==> src/rtl/vram_arb_pkg.sv <==
// Shared types for the VRAM arbiter: arbiter states, slice phases and the
// request/tag records carried through the VRAM pipeline.
package vram_arb_pkg;

    typedef enum logic [1:0] {
        ARB_BLIT_ONLY = 2'd0,
        ARB_DRAIN     = 2'd1,
        ARB_SHARED    = 2'd2
    } arb_state_e;

    typedef logic [1:0] phase_t;

    localparam phase_t PH_VID_REQ  = 2'd0;
    localparam phase_t PH_BLIT_GNT = 2'd1;
    localparam phase_t PH_BLIT_REQ = 2'd2;
    localparam phase_t PH_BLIT_ACC = 2'd3;

    // Which requester owns the read that is currently on the VRAM bus.
    typedef struct packed {
        logic vid;
        logic blit;
    } rd_tag_t;

    typedef struct packed {
        logic        sel;
        logic        wr;
        logic [15:0] addr;
        logic [15:0] data;
    } vram_req_t;

endpackage

==> src/rtl/vram_arb_if.sv <==
// Blitter, video and VRAM-macro signals of the arbiter, bundled as one interface.
interface vram_arb_if;
    logic        video_ena_i;
    logic        blit_cycle_o;
    logic        blit_sel_i;
    logic        blit_wr_i;
    logic [15:0] blit_addr_i;
    logic [15:0] blit_data_i;
    logic [15:0] blit_data_o;
    logic        blit_rd_valid_o;
    logic        blit_err_o;
    logic        vid_req_i;
    logic [15:0] vid_addr_i;
    logic [15:0] vid_data_o;
    logic        vid_valid_o;
    logic        vram_sel_o;
    logic        vram_wr_o;
    logic [15:0] vram_addr_o;
    logic [15:0] vram_data_o;
    logic [15:0] vram_data_i;

    modport master (
        input  video_ena_i, blit_sel_i, blit_wr_i, blit_addr_i, blit_data_i,
               vid_req_i, vid_addr_i, vram_data_i,
        output blit_cycle_o, blit_data_o, blit_rd_valid_o, blit_err_o,
               vid_data_o, vid_valid_o, vram_sel_o, vram_wr_o, vram_addr_o, vram_data_o
    );

    modport slave (
        output video_ena_i, blit_sel_i, blit_wr_i, blit_addr_i, blit_data_i,
               vid_req_i, vid_addr_i, vram_data_i,
        input  blit_cycle_o, blit_data_o, blit_rd_valid_o, blit_err_o,
               vid_data_o, vid_valid_o, vram_sel_o, vram_wr_o, vram_addr_o, vram_data_o
    );
endinterface

==> src/rtl/vram_arb.sv <==
// Single-port VRAM arbiter: blitter owns every cycle while video is off,
// otherwise a fixed 4-phase slice alternates one video read and one blit access.
module vram_arb
    import vram_arb_pkg::*;
(
    input  logic       clk,
    input  logic       reset_n_i,
    vram_arb_if.master bus
);

    arb_state_e  state_q, state_d;
    phase_t      ph_q, ph_d;
    logic        drain_q, drain_d;
    logic        blit_cycle_q, blit_cycle_d;
    logic        grant_q, grant_d;
    logic        err_q, err_d;
    vram_req_t   vram_q, vram_d;
    rd_tag_t     acc_q, acc_d;
    rd_tag_t     dat_q, dat_d;
    logic [15:0] blit_data_q, blit_data_d;
    logic [15:0] vid_data_q, vid_data_d;
    logic        blit_vld_q, blit_vld_d;
    logic        vid_vld_q, vid_vld_d;
    logic        accept, take_blit, take_vid;

    always_comb begin
        state_d   = state_q;
        ph_d      = ph_q;
        drain_d   = drain_q;
        grant_d   = blit_cycle_q;
        accept    = grant_q & bus.blit_sel_i;
        err_d     = err_q | (bus.blit_sel_i & ~grant_q);
        take_blit = 1'b0;
        take_vid  = 1'b0;

        unique case (state_q)
            ARB_BLIT_ONLY: begin
                take_blit = accept;
                if (bus.video_ena_i) begin
                    state_d = ARB_DRAIN;
                    drain_d = 1'b0;
                end
            end
            ARB_DRAIN: begin
                // Two grant-free cycles let the last two requests reach VRAM.
                take_blit = accept;
                drain_d   = 1'b1;
                if (drain_q) begin
                    state_d = ARB_SHARED;
                    ph_d    = PH_VID_REQ;
                    drain_d = 1'b0;
                end
            end
            ARB_SHARED: begin
                ph_d      = ph_q + 2'd1;
                take_vid  = (ph_q == PH_VID_REQ) & bus.vid_req_i;
                take_blit = (ph_q == PH_BLIT_REQ) & accept;
                if (ph_q == PH_BLIT_ACC && !bus.video_ena_i) begin
                    state_d = ARB_BLIT_ONLY;
                    ph_d    = PH_VID_REQ;
                end
            end
            default: begin
                state_d = ARB_BLIT_ONLY;
                ph_d    = PH_VID_REQ;
            end
        endcase

        blit_cycle_d = (state_d == ARB_BLIT_ONLY) ||
                       (state_d == ARB_SHARED && ph_d == PH_BLIT_GNT);

        vram_d     = vram_q;
        vram_d.sel = 1'b0;
        vram_d.wr  = 1'b0;
        acc_d      = '0;
        if (take_vid) begin
            vram_d.sel  = 1'b1;
            vram_d.addr = bus.vid_addr_i;
            acc_d.vid   = 1'b1;
        end else if (take_blit) begin
            vram_d.sel  = 1'b1;
            vram_d.wr   = bus.blit_wr_i;
            vram_d.addr = bus.blit_addr_i;
            vram_d.data = bus.blit_data_i;
            acc_d.blit  = ~bus.blit_wr_i;
        end

        // Tag follows the access one cycle to line up with vram_data_i.
        dat_d       = acc_q;
        blit_vld_d  = dat_q.blit;
        vid_vld_d   = dat_q.vid;
        blit_data_d = dat_q.blit ? bus.vram_data_i : blit_data_q;
        vid_data_d  = dat_q.vid  ? bus.vram_data_i : vid_data_q;
    end

    always_ff @(posedge clk or negedge reset_n_i) begin
        if (!reset_n_i) begin
            state_q      <= ARB_BLIT_ONLY;
            ph_q         <= PH_VID_REQ;
            drain_q      <= 1'b0;
            blit_cycle_q <= 1'b0;
            grant_q      <= 1'b0;
            err_q        <= 1'b0;
            vram_q       <= '0;
            acc_q        <= '0;
            dat_q        <= '0;
            blit_data_q  <= '0;
            vid_data_q   <= '0;
            blit_vld_q   <= 1'b0;
            vid_vld_q    <= 1'b0;
        end else begin
            state_q      <= state_d;
            ph_q         <= ph_d;
            drain_q      <= drain_d;
            blit_cycle_q <= blit_cycle_d;
            grant_q      <= grant_d;
            err_q        <= err_d;
            vram_q       <= vram_d;
            acc_q        <= acc_d;
            dat_q        <= dat_d;
            blit_data_q  <= blit_data_d;
            vid_data_q   <= vid_data_d;
            blit_vld_q   <= blit_vld_d;
            vid_vld_q    <= vid_vld_d;
        end
    end

    assign bus.blit_cycle_o    = blit_cycle_q;
    assign bus.blit_err_o      = err_q;
    assign bus.blit_data_o     = blit_data_q;
    assign bus.blit_rd_valid_o = blit_vld_q;
    assign bus.vid_data_o      = vid_data_q;
    assign bus.vid_valid_o     = vid_vld_q;
    assign bus.vram_sel_o      = vram_q.sel;
    assign bus.vram_wr_o       = vram_q.wr;
    assign bus.vram_addr_o     = vram_q.addr;
    assign bus.vram_data_o     = vram_q.data;

endmodule

==> src/flat_wrapper.sv <==
// flat-port wrapper written by rule: the top's interface ports become plain ports
module vram_arb_flat import vram_arb_pkg::*;
  (clk, reset_n_i, bus_video_ena_i, bus_blit_sel_i, bus_blit_wr_i, bus_blit_addr_i, bus_blit_data_i, bus_vid_req_i, bus_vid_addr_i, bus_vram_data_i, bus_blit_cycle_o, bus_blit_data_o, bus_blit_rd_valid_o, bus_blit_err_o, bus_vid_data_o, bus_vid_valid_o, bus_vram_sel_o, bus_vram_wr_o, bus_vram_addr_o, bus_vram_data_o);
  vram_arb_if bus_i ();
  input  logic clk;
  input  logic reset_n_i;
  input wire logic [$bits(bus_i.video_ena_i)-1:0] bus_video_ena_i;
  input wire logic [$bits(bus_i.blit_sel_i)-1:0] bus_blit_sel_i;
  input wire logic [$bits(bus_i.blit_wr_i)-1:0] bus_blit_wr_i;
  input wire logic [$bits(bus_i.blit_addr_i)-1:0] bus_blit_addr_i;
  input wire logic [$bits(bus_i.blit_data_i)-1:0] bus_blit_data_i;
  input wire logic [$bits(bus_i.vid_req_i)-1:0] bus_vid_req_i;
  input wire logic [$bits(bus_i.vid_addr_i)-1:0] bus_vid_addr_i;
  input wire logic [$bits(bus_i.vram_data_i)-1:0] bus_vram_data_i;
  output wire logic [$bits(bus_i.blit_cycle_o)-1:0] bus_blit_cycle_o;
  output wire logic [$bits(bus_i.blit_data_o)-1:0] bus_blit_data_o;
  output wire logic [$bits(bus_i.blit_rd_valid_o)-1:0] bus_blit_rd_valid_o;
  output wire logic [$bits(bus_i.blit_err_o)-1:0] bus_blit_err_o;
  output wire logic [$bits(bus_i.vid_data_o)-1:0] bus_vid_data_o;
  output wire logic [$bits(bus_i.vid_valid_o)-1:0] bus_vid_valid_o;
  output wire logic [$bits(bus_i.vram_sel_o)-1:0] bus_vram_sel_o;
  output wire logic [$bits(bus_i.vram_wr_o)-1:0] bus_vram_wr_o;
  output wire logic [$bits(bus_i.vram_addr_o)-1:0] bus_vram_addr_o;
  output wire logic [$bits(bus_i.vram_data_o)-1:0] bus_vram_data_o;
  assign bus_i.video_ena_i = bus_video_ena_i;
  assign bus_i.blit_sel_i = bus_blit_sel_i;
  assign bus_i.blit_wr_i = bus_blit_wr_i;
  assign bus_i.blit_addr_i = bus_blit_addr_i;
  assign bus_i.blit_data_i = bus_blit_data_i;
  assign bus_i.vid_req_i = bus_vid_req_i;
  assign bus_i.vid_addr_i = bus_vid_addr_i;
  assign bus_i.vram_data_i = bus_vram_data_i;
  assign bus_blit_cycle_o = bus_i.blit_cycle_o;
  assign bus_blit_data_o = bus_i.blit_data_o;
  assign bus_blit_rd_valid_o = bus_i.blit_rd_valid_o;
  assign bus_blit_err_o = bus_i.blit_err_o;
  assign bus_vid_data_o = bus_i.vid_data_o;
  assign bus_vid_valid_o = bus_i.vid_valid_o;
  assign bus_vram_sel_o = bus_i.vram_sel_o;
  assign bus_vram_wr_o = bus_i.vram_wr_o;
  assign bus_vram_addr_o = bus_i.vram_addr_o;
  assign bus_vram_data_o = bus_i.vram_data_o;
  vram_arb u_core (.clk(clk), .reset_n_i(reset_n_i), .bus(bus_i));
endmodule
==> config.mk <==
export PLATFORM = sky130hd
export DESIGN_NAME = vram_arb_flat
export DESIGN_NICKNAME = d
export VERILOG_FILES = /design/src/rtl/vram_arb_pkg.sv /design/src/rtl/vram_arb_if.sv /design/src/rtl/vram_arb.sv /design/src/flat_wrapper.sv
export SDC_FILE = /design/constraint.sdc
export NUM_CORES = 1
export LEC_CHECK = 0
export ABC_AREA = 0
export CAP_MARGIN = 5
export CORE_ASPECT_RATIO = 0.75
export CORE_MARGIN = 3
export CORE_UTILIZATION = 42
export DETAILED_ROUTE_END_ITERATION = 8
export PLACE_DENSITY = 0.77
export SETUP_SLACK_MARGIN = 0.3
export SLEW_MARGIN = 20
export SYNTH_ARGS = -nofsm -noshare
export SYNTH_HDL_FRONTEND = slang
export SYNTH_SLANG_ARGS = --single-unit
==> constraint.sdc <==
create_clock -name clk -period 2.3 [get_ports clk]
set_input_delay 0.23 -clock clk [delete_from_list [all_inputs] [get_ports clk]]
set_output_delay 0.23 -clock clk [all_outputs]
set_load 0.01 [all_outputs]
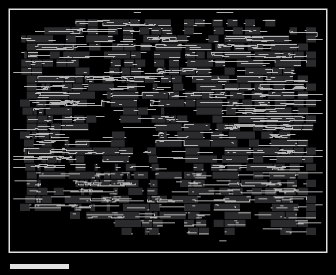
run_1/layer_met1.png
Bar = 20 µm.
The layer carries 2960 µm of wire. The layer holds 40% of the routed length. The longest straight run is 27.1 µm. The wires run mostly horizontal. 370 nets have wire on it.
Routed WL: 7350 µm
met1 usage: 21.0%
Vias: 2250

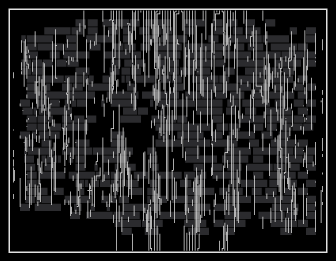
run_1/layer_met2.png
The wires run mostly vertical. The layer holds 51% of the routed length. The layer carries 3740 µm of wire. 400 nets have wire on it.
met2 usage: 30.0%

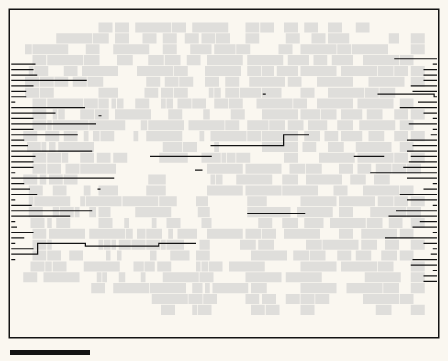
run_1/layer_met3.png
Bar = 20 µm.
The layer holds 8.3% of the routed length. The wires run mostly horizontal. The layer carries 611 µm of wire.
grt met3 use: 5.66%

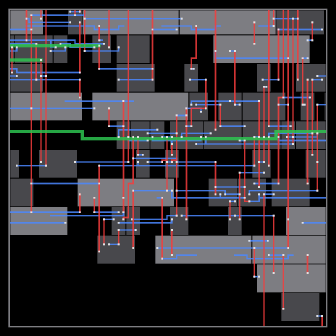
run_1/detail.png
Region (12, 5) to (42, 35) µm. Cells in gray, sequential cells in the stronger gray; small squares are vias.
Red shows metal 2. Green shows metal 3. Blue shows metal 1.
47 logic cells have their middle in the window. Netlist names of flops here include u_core.bus.vram_addr_o (3), u_core.ph_q (2), u_core.state_q (2). Most frequent: dfrtp_1 (10), clkdlybuf4s50_1 (6). Sequential cells in the window: 10.

==> run 1: flip-flops by register name (all words and copies together) (netlist names), 2 cells and up <==
| signal | cells |
|---|---|
| u_core.bus.blit_data_o | 16 |
| u_core.bus.vram_data_o | 16 |
| u_core.state_q | 2 |
| u_core.acc_q | 2 |
| u_core.bus.vram_addr_o | 16 |
| u_core.bus.vid_data_o | 16 |
| u_core.ph_q | 2 |
==> run 1: worst max-delay path: cells and delay by family, from the launching register on <==
kind | cells | cell delay (ns)
compound gates | 1 | 0.14
fa+ha+maj | 1 | 0.21
buf+inv | 1 | 0.13
flops | 1 | 0.39
mux | 1 | 0.38
simple gates | 2 | 0.39
==> run 1: power by group <==
part	leakage, nW	internal [mW]	total, mW	switching (mW)
logic	1.04	1.80	2.82	1.02
registers	0.965	2.06	2.48	0.415
clock network	0.105	0.548	1.08	0.536
total	2.11	4.41	6.38	1.97
==> run 1: worst max-delay path by stage <==
| stage | from | end |
|---|---|---|
| 3_3_place_gp | bus_blit_sel_i | u_core.bus.vram_data_o[0]$_DFFE_PN0P_ |
| 4_1_cts | u_core.ph_q[0]$_DFF_PN0_ | u_core.bus.vram_data_o[1]$_DFFE_PN0P_ |
| 6_report | u_core.ph_q[0]$_DFF_PN0_ | u_core.bus.vram_data_o[1]$_DFFE_PN0P_ |
| 2_1_floorplan | u_core.ph_q[0]$_DFF_PN0_ | u_core.bus.vram_data_o[10]$_DFFE_PN0P_ |
| 3_5_place_dp | bus_blit_sel_i | u_core.bus.vram_data_o[1]$_DFFE_PN0P_ |
| 5_1_grt | u_core.ph_q[0]$_DFF_PN0_ | u_core.bus.vram_data_o[0]$_DFFE_PN0P_ |
==> flow_metrics.tcl, run 1 <==
# yosys + openroad results
set metrics [dict create \
    status "complete, no violations" \
    hold_slack_ns 0.353 \
    syn-cell-area_um2 3230 \
    ios 140 \
    buf_share_pct 29.2 \
    top_cell "dfrtp_1" \
    ir_worst_vdd_uv 540 \
    cts-resized-gates 0 \
    worstReg2RegStart "u_core.ph_q[0]$_DFF_PN0_" \
    synth-seq-cells 80 \
    tightestPinTransition_ns 0.703 \
    end_kind "flop" \
    overflow 0 \
    layout-drive-gt1-share_pct 19.8 \
    crit_type "reg2reg" \
    worstReg2RegEnd "u_core.bus.vram_data_o[1]$_DFFE_PN0P_" \
    power.density_nw_per_um2 1300 \
    mostFrequentLayoutCell "clkdlybuf4s50_1" \
    rows 27 \
    cts_tree "built" \
    cts_root_buffer "clkbuf_8" \
    non_clock_inverter_count 8 \
    drt_pass1_iterations 4 \
    met2_length_um 3740 \
    skew_ns 0.0100 \
    critPathMaxStageDelay_ns 0.39 \
    initCoreUtil_pct 43.6 \
    ys_cells 227 \
    syn_to_final_growth_pct 52.0 \
    final_nets 441 \
    nNonClkBuffers 143 \
    synthArstFlopShare_pct 100 \
    gp_congestion 0.804 \
    hold_path_class "in2async" \
    maxSlewViolCount 0 \
    drv_cap 0 \
    clk_latency_ns 0.34 \
    placed_area_um2 4680 \
    viasPerCell 4.75 \
    ys_area_um2 3230 \
    grt.busiest_layer "met2" \
    maxSlewHeadroom_pct 53.2 \
    post-place-ws_ns 0.524 \
    diodes 0 \
    grt_pass1_wl_um 11800 \
    setup.worst_path.start_class "flop" \
]
run_1/placement.png
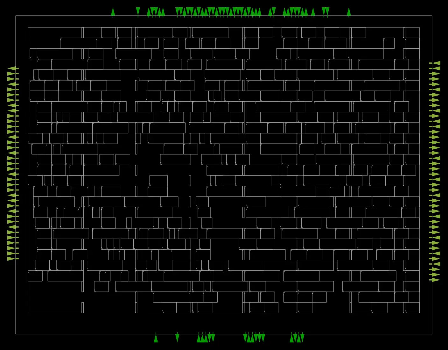

--- run 2 (diff from run 1) ---
--- a/config.mk
+++ b/config.mk
@@ -9,9 +9,9 @@
 export CAP_MARGIN = 5
 export CORE_ASPECT_RATIO = 0.75
 export CORE_MARGIN = 3
-export CORE_UTILIZATION = 42
+export CORE_UTILIZATION = 38
 export DETAILED_ROUTE_END_ITERATION = 8
-export PLACE_DENSITY = 0.77
+export PLACE_DENSITY = 0.73
 export SETUP_SLACK_MARGIN = 0.3
 export SLEW_MARGIN = 20
 export SYNTH_ARGS = -nofsm -noshare
==> constraint.sdc (replaced) <==
create_clock -name clk -period 1.55 [get_ports clk]
set_input_delay 0.155 -clock clk [delete_from_list [all_inputs] [get_ports clk]]
set_output_delay 0.155 -clock clk [all_outputs]
set_load 0.01 [all_outputs]
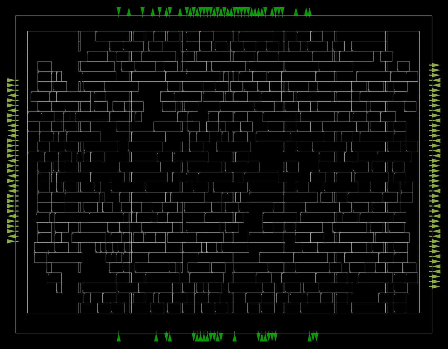
run_2/placement.png
Fill cells: 644
FFs & Latches: 80
n_taps: 105
non-filler instance count after layout: 504

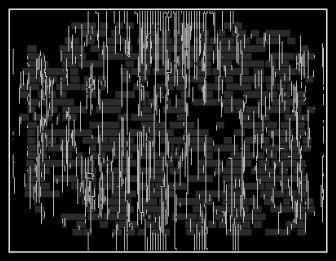
run_2/layer_met2.png
429 nets have wire on it. The layer carries 3710 µm of wire. The layer holds 47% of the routed length.
Vias: 2378
Routed WL: 7940 µm
met2 usage: 27.3%

==> run 2 against run 1 <==
Against the previous run:
- the run now ends with negative setup slack left
- synthesized cell count stayed put
- routed wire length is 7.9% higher
- combinational power up 59%
- final cell count is 6.3% higher
- hold slack worse by 0.095 ns
- power rose by 60%
- highest routed layer unchanged
==> flow_metrics.tcl, run 2 <==
# yosys + openroad results
set metrics [dict create \
    status "finished, violations left" \
    violations "negative setup slack" \
    grt_use_met3_pct 6.42 \
    skew_ns 0.00595 \
    seqPwrFrac_pct 34.9 \
    comb_power_share_pct 43.8 \
    initCoreUtil_pct 40.0 \
    diodes 0 \
    grt_pass1_wl_um 12800 \
    synthArstFlopShare_pct 100 \
    ys_area_um2 3230 \
    viasPerCell 4.72 \
    end_kind "flop" \
    p_comb_mw 4.48 \
    critPathMaxStageDelay_ns 0.38 \
    drt_pass1_iterations 4 \
    gp_congestion 0.830 \
    overflow 0 \
    synth-seq-cells 80 \
    syn_to_final_growth_pct 65.0 \
    power.density_nw_per_um2 1920 \
    rows 28 \
    hold_path_class "in2async" \
    use_met1_pct 21.7 \
    cellInternalPower_mw 7.03 \
    met2_length_um 3710 \
    setup_viol 21 \
    cts-resized-gates 92 \
    ir_worst_vdd_uv 949 \
    cts_root_buffer "clkbuf_16" \
    switchingPower_mw 3.20 \
    clk_latency_ns 0.32 \
    crit_buf_inv 2 \
    layout_setup_ws_ns -0.0649 \
    final_nets 467 \
]
-- run 2: cell count changes in the layout (fill, tap and decap cells not counted), sizes merged --
cell	before	now
inv	11	10
dlygate4sd2	0	70
clkbuf	10	11
clkinv	1	2
clkdlybuf4s50	138	68
buf	4	29
-- run 2: area by class of cell --
cell class	count	area share, %
well taps	105	2.47
repair buffers	169	31.0
clock buffers	10	4.49
flip-flops and latches	80	37.6
inverters	8	0.564
clock inverters	6	1.41
multi-input cells	126	22.5
-- run 2: final timing paths --
kind	startpoint	to	slack [ns]	cells after the start
min in group clk	u_core.acc_q[1]$_DFF_PN0_	u_core.vid_vld_d$_DFF_PN0_	0.36	0
setup / recovery	u_core.ph_q[0]$_DFF_PN0_	u_core.bus.vram_data_o[10]$_DFFE_PN0P_	-0.06	7
max in group asynchronous	reset_n_i	u_core.ph_q[1]$_DFF_PN0_	0.76	3
setup reg to reg	u_core.ph_q[0]$_DFF_PN0_	u_core.bus.vram_data_o[10]$_DFFE_PN0P_	-0.06	7
hold reg to reg	u_core.acc_q[1]$_DFF_PN0_	u_core.vid_vld_d$_DFF_PN0_	0.36	0
hold / removal	reset_n_i	u_core.bus.blit_data_o[3]$_DFFE_PN0P_	0.26	2
-- run 2: metrics by stage --
stage,instance area (µm²),setup TNS (ns),setup slack (ns)
finish,5330,-0.676,-0.0649
global route,5330,-3.41,-0.141
CTS,5230,-0.109,-0.0100
detailed placement,4800,-1.86,-0.112
global placement,4800,-1.39,-0.0561
floorplan,3250,-2.10,-0.171
-- run 2: kinds of logic (layout without fill, tap and decap cells) --
group	after synthesis	count (layout)	synth area share [%]
buffers and inverters	21	193	3.88
adders and majority gates	3	3	1.16
muxes	66	66	23.5
and+or+nand+nor	32	32	5.00
AOI/OAI and AO/OA	25	25	4.42
DFF	80	80	62.0
Power figures rest on the tool's default switching activity, not on a simulated workload.
